Figure 1. Wiring by layer.
Drawn at 4 px/µm. Only two layers are drawn.
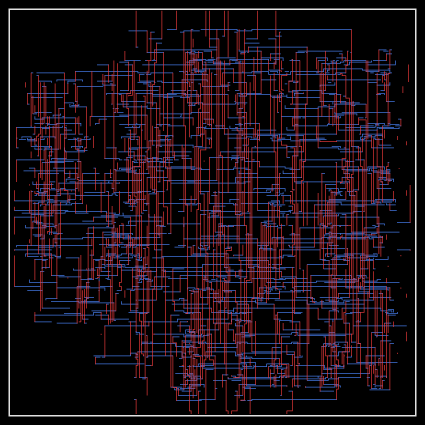
Figure 2. Placed standard cells.
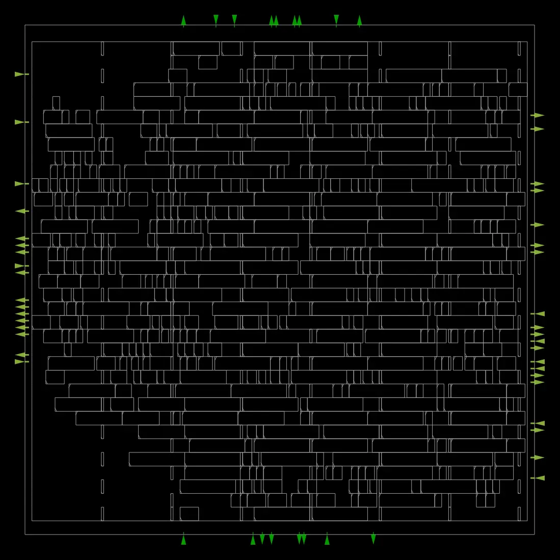
[src/rtl/response_router_pkg.sv]
// Shared definitions for the response return path.
// Contents:
//   ID_WIDTH / DATA_WIDTH  - response field widths used by shared_resource
//   CHANNEL_SEL_BIT        - id bit that selects the return channel
//   RESPONSE_WIDTH         - width of one buffered {data, id} entry
//   channel_e              - channel selector encoding (id MSB)
package response_router_pkg;

    localparam int ID_WIDTH        = 4;
    localparam int DATA_WIDTH      = 8;
    localparam int CHANNEL_SEL_BIT = ID_WIDTH - 1;
    localparam int RESPONSE_WIDTH  = DATA_WIDTH + ID_WIDTH;

    typedef enum logic {
        CH1 = 1'b0,
        CH2 = 1'b1
    } channel_e;

endpackage

[src/rtl/response_fifo.sv]
// Per-channel response buffer. The head entry is driven straight from
// storage, so a push becomes visible one cycle later and never bypasses.
// Ports:
//   clk, reset          - clock, asynchronous active-low reset
//   push, push_data     - write an entry (ignored when full unless popping)
//   pop                 - consume the head entry (ignored when empty)
//   head_data           - head entry, zero while empty
//   head_valid          - FIFO holds at least one entry
//   full                - count == DEPTH
//   count               - occupancy, 0..DEPTH
module response_fifo #(
    parameter int WIDTH = 12,
    parameter int DEPTH = 4
) (
    input  logic                       clk,
    input  logic                       reset,
    input  logic                       push,
    input  logic [WIDTH-1:0]           push_data,
    input  logic                       pop,
    output logic [WIDTH-1:0]           head_data,
    output logic                       head_valid,
    output logic                       full,
    output logic [$clog2(DEPTH):0]     count
);

    localparam int PW = $clog2(DEPTH);
    localparam int CW = PW + 1;

    logic [WIDTH-1:0] mem_q [DEPTH];
    logic [PW-1:0]    rd_ptr_q, rd_ptr_d;
    logic [PW-1:0]    wr_ptr_q, wr_ptr_d;
    logic [CW-1:0]    count_q, count_d;
    logic             pop_ok, push_ok;

    assign head_valid = (count_q != '0);
    assign full       = (count_q == CW'(DEPTH));
    assign count      = count_q;
    // Zero the head while empty so outputs read 0 after reset.
    assign head_data  = head_valid ? mem_q[rd_ptr_q] : '0;

    assign pop_ok  = pop & head_valid;
    // A full FIFO still accepts a push when the head leaves the same edge.
    assign push_ok = push & (~full | pop_ok);

    // Pointers wrap naturally because DEPTH is a power of two.
    always_comb begin
        rd_ptr_d = rd_ptr_q + PW'(pop_ok);
        wr_ptr_d = wr_ptr_q + PW'(push_ok);
        count_d  = count_q + CW'(push_ok) - CW'(pop_ok);
    end

    always_ff @(posedge clk or negedge reset) begin
        if (!reset) begin
            rd_ptr_q <= '0;
            wr_ptr_q <= '0;
            count_q  <= '0;
        end else begin
            rd_ptr_q <= rd_ptr_d;
            wr_ptr_q <= wr_ptr_d;
            count_q  <= count_d;
        end
    end

    // Storage carries data only; emptiness is tracked by count_q.
    always_ff @(posedge clk) begin
        if (push_ok) begin
            mem_q[wr_ptr_q] <= push_data;
        end
    end

endmodule

[src/rtl/response_router.sv]
// Steers the shared resource's response stream to one of two return
// channels by id MSB, buffering each channel in its own FIFO.
// Ports:
//   clk, reset                          - clock, asynchronous active-low reset
//   in_data, in_id, in_valid            - response stream (no backpressure)
//   out_ready                           - both FIFOs have >= SLACK free entries
//   out_data_x, out_id_x, out_valid_x   - channel x head entry
//   in_stall_x                          - channel x downstream stall
//   out_overflow_x                      - sticky: a channel x response was dropped
//   out_drop_count                      - saturating count of dropped responses
module response_router
    import response_router_pkg::*;
#(
    parameter int DEPTH     = 4,
    parameter int SLACK     = 2,
    parameter int CNT_WIDTH = 8
) (
    input  logic                  clk,
    input  logic                  reset,
    input  logic [DATA_WIDTH-1:0] in_data,
    input  logic [ID_WIDTH-1:0]   in_id,
    input  logic                  in_valid,
    output logic                  out_ready,
    output logic [DATA_WIDTH-1:0] out_data_1,
    output logic [ID_WIDTH-1:0]   out_id_1,
    output logic                  out_valid_1,
    input  logic                  in_stall_1,
    output logic [DATA_WIDTH-1:0] out_data_2,
    output logic [ID_WIDTH-1:0]   out_id_2,
    output logic                  out_valid_2,
    input  logic                  in_stall_2,
    output logic                  out_overflow_1,
    output logic                  out_overflow_2,
    output logic [CNT_WIDTH-1:0]  out_drop_count
);

    localparam int CW = $clog2(DEPTH) + 1;

    function automatic logic [CNT_WIDTH-1:0] sat_inc(input logic [CNT_WIDTH-1:0] v);
        return (&v) ? v : v + 1'b1;
    endfunction

    channel_e                sel;
    logic                    push_1, push_2, pop_1, pop_2;
    logic                    full_1, full_2, drop_1, drop_2;
    logic [CW-1:0]           count_1, count_2, cnt_next_1, cnt_next_2;
    logic [RESPONSE_WIDTH-1:0] head_1, head_2;

    logic                    ready_q, ready_d;
    logic                    ovf_1_q, ovf_1_d, ovf_2_q, ovf_2_d;
    logic [CNT_WIDTH-1:0]    drop_cnt_q, drop_cnt_d;

    assign sel    = channel_e'(in_id[CHANNEL_SEL_BIT]);
    assign push_1 = in_valid & (sel == CH1);
    assign push_2 = in_valid & (sel == CH2);
    assign pop_1  = out_valid_1 & ~in_stall_1;
    assign pop_2  = out_valid_2 & ~in_stall_2;

    response_fifo #(.WIDTH(RESPONSE_WIDTH), .DEPTH(DEPTH)) u_fifo_1 (
        .clk        (clk),
        .reset      (reset),
        .push       (push_1),
        .push_data  ({in_data, in_id}),
        .pop        (pop_1),
        .head_data  (head_1),
        .head_valid (out_valid_1),
        .full       (full_1),
        .count      (count_1)
    );

    response_fifo #(.WIDTH(RESPONSE_WIDTH), .DEPTH(DEPTH)) u_fifo_2 (
        .clk        (clk),
        .reset      (reset),
        .push       (push_2),
        .push_data  ({in_data, in_id}),
        .pop        (pop_2),
        .head_data  (head_2),
        .head_valid (out_valid_2),
        .full       (full_2),
        .count      (count_2)
    );

    assign {out_data_1, out_id_1} = head_1;
    assign {out_data_2, out_id_2} = head_2;

    // Mirrors the FIFOs' accept rule so out_ready can be registered from
    // next-state occupancy without exposing extra FIFO ports.
    assign drop_1 = push_1 & full_1 & ~pop_1;
    assign drop_2 = push_2 & full_2 & ~pop_2;

    always_comb begin
        cnt_next_1 = count_1 + CW'(push_1 & ~drop_1) - CW'(pop_1);
        cnt_next_2 = count_2 + CW'(push_2 & ~drop_2) - CW'(pop_2);
        ready_d    = ((CW'(DEPTH) - cnt_next_1) >= CW'(SLACK)) &&
                     ((CW'(DEPTH) - cnt_next_2) >= CW'(SLACK));
        ovf_1_d    = ovf_1_q | drop_1;
        ovf_2_d    = ovf_2_q | drop_2;
        // At most one response arrives per cycle, so at most one drop.
        drop_cnt_d = (drop_1 | drop_2) ? sat_inc(drop_cnt_q) : drop_cnt_q;
    end

    always_ff @(posedge clk or negedge reset) begin
        if (!reset) begin
            ready_q    <= 1'b1;
            ovf_1_q    <= 1'b0;
            ovf_2_q    <= 1'b0;
            drop_cnt_q <= '0;
        end else begin
            ready_q    <= ready_d;
            ovf_1_q    <= ovf_1_d;
            ovf_2_q    <= ovf_2_d;
            drop_cnt_q <= drop_cnt_d;
        end
    end

    assign out_ready      = ready_q;
    assign out_overflow_1 = ovf_1_q;
    assign out_overflow_2 = ovf_2_q;
    assign out_drop_count = drop_cnt_q;

endmodule

[config.mk]
export PLATFORM = sky130hd
export DESIGN_NAME = response_router
export DESIGN_NICKNAME = d
export VERILOG_FILES = /design/src/rtl/response_router_pkg.sv /design/src/rtl/response_fifo.sv /design/src/rtl/response_router.sv
export SDC_FILE = /design/constraint.sdc
export NUM_CORES = 1
export LEC_CHECK = 0
export ABC_AREA = 1
export CAP_MARGIN = 20
export CORE_UTILIZATION = 52
export DETAILED_ROUTE_END_ITERATION = 12
export HOLD_SLACK_MARGIN = 0.1
export PLACE_DENSITY = 0.74
export SYNTH_ARGS = -nofsm -noshare
export SYNTH_HDL_FRONTEND = slang
export SYNTH_SLANG_ARGS = --single-unit
[constraint.sdc]
create_clock -name clk -period 5 [get_ports clk]
set_input_delay 1 -clock clk [delete_from_list [all_inputs] [get_ports clk]]
set_output_delay 1 -clock clk [all_outputs]
set_load 0.005 [all_outputs]
==> job_summary.md <==
## PnR job results

| Metric | Value |
|---|---|
| Most common logic cells in the final layout | nor2_1 (102), edfxtp_1 (96), clkdlybuf4s50_1 (53) |
| Crit path DRT | 4.00 ns |
| CTS clk-pin slew, worst paths | 0.06 ns |
| HPWL Detailed | 6.627 mm |
| CP max FO | 26 |
| Vias/cell | 5.333 |
| Reg-to-Reg Start | u_fifo_1.count[1]$_DFF_PN0_ |
| Die span in y | 101.3 µm |
| CP Launch Point | u_fifo_1.rd_ptr_q[0]$_DFF_PN0_ |
| Met1 Usage GRT | 0.2734 |
| Initial detailed-routing violation count | 233 |
| Pre-CTS setup slack | 1.650 ns |
| Slew @ Worst Pin | 0.9391 ns |
| Hold Vio Cnt, Final | 0 |
| Final net count | 542 |
| Final Power | 3933 µW |
| Hold crit path type | reg2reg |
| Yosys Warn Count | 0 |
| Post-synthesis async set-or-reset flop share | 0.2066 |
| Final design area excluding fillers | 6422 µm² |
| Max-slew violations | 0 |
| Status | completed |
| Worst hold endpoint | out_overflow_2$_DFF_PN0_ |
| Cell area after synthesis | 5122 µm² |
| Period utilization | 0.7508 |
| CORE AREA | 9371 µm² |
| CTS tree | built |
| Syn_area_per_cell | 11.51 µm² |
| Skew final | 0.005451 ns |
| Comb area leader | simple AND/OR/NAND/NOR gates |
| Residual DRC | 0 |
| Worst slew margin | 0.3739 |
| Final ANT Viol Nets | 0 |
| Cell area leaders | edfxtp_1 (56%), dfrtp_1 (12%), nor2_1 (7.5%) |
| Switching Power | 1220 µW |
| # hold bufs at CTS | 0 |
| DRT met1 WL | 4.367 mm |
| Met2 usage | 0.4123 |
| GRT Total Usage | 0.2371 |
| CTS buffer count | 17 |
| Power Internal | 2713 µW |
| Power Dens Cells | 612.4 nW/µm² |
| Commonest cells post-synth | nor2_1 (102), edfxtp_1 (96), o21ai_0 (40), nand2_1 (38), inv_1 (30) |
| First drt pass iteration count | 4 |
| Cell variety after synth | 28 |
| Seq share, synth | 0.6851 |
| Resized cells post-CTS | 0 |
| Mux share | 0 |
| Area share of the largest cell type after synthesis | 0.5628 |
| #FFs+latches synth | 121 |
| Layout cells sized above 1 | 0.09751 |
| Placer Congestion | 0.8335 |
| Post-route setup slack | 1.246 ns |
| DR WL met3 | 659 µm |
| Synth Area in Compound Gates | 0.07596 |
| XOR/XNOR share of the synthesized area | 0.02052 |
| WL final | 10.92 mm |
| Top cell excl fill/tap | nor2_1 |
| Yosys synthesis chip area | 5122 µm² |
| Util after Layout | 0.6853 |
| Post-synth top flop | edfxtp_1 |
| Logic pwr share | 0.308 |
| Top sig layer | met4 |
| # diodes | 0 |
| Tool warnings | 26 |
| Initial antenna violation count | 0 |
| Register area | 3510 µm² |
| Reg-to-reg slack, setup | 2.72 ns |
| RSZ-0062 raised after global routing | no |
| Worst R2R Path Depth | 10 |
| Final setup viols | 0 |
| DIE AREA | 10250 µm² |
| Max Cap Violations | 0 |
| Fin Hold WS | 0.4848 ns |
| R2r endpoint | u_fifo_1.count[2]$_DFF_PN0_ |
About Figure 1:
[blue] met1 | wire length: 4370 µm
[red] met2 | wire length: 5780 µm

About Figure 2:
fill count: 699
sequential share of cell area: 0.5465

power by group through the flow:
stage	Clock (µW)	Sequential (µW)	Combinational, µW
2_1_floorplan	0	1350	741
3_3_place_gp	0	1460	1150
3_5_place_dp	0	1460	1210
4_1_cts	1290	1450	1220
5_1_grt	1340	1470	1350
6_report	1270	1450	1210
layout make-up:
type / instances / share of cell area
Clock buffer: 19 / 0.06565
Multi-Input combinational cell: 272 / 0.2172
Timing Repair Buffer: 62 / 0.09312
Clock inverter: 13 / 0.03137
Sequential cell: 121 / 0.5465
Tap cell: 129 / 0.02513
Inverter: 36 / 0.02104
worst max-delay path, stage by stage (launching register included):
cell,delay (ns)
dfrtp_1,0.96
inv_2,0.39
o21ai_0,0.34
a21oi_1,0.11
clkdlybuf4s50_1,0.45
No activity file was given, so power comes from the tool's default toggle rates.
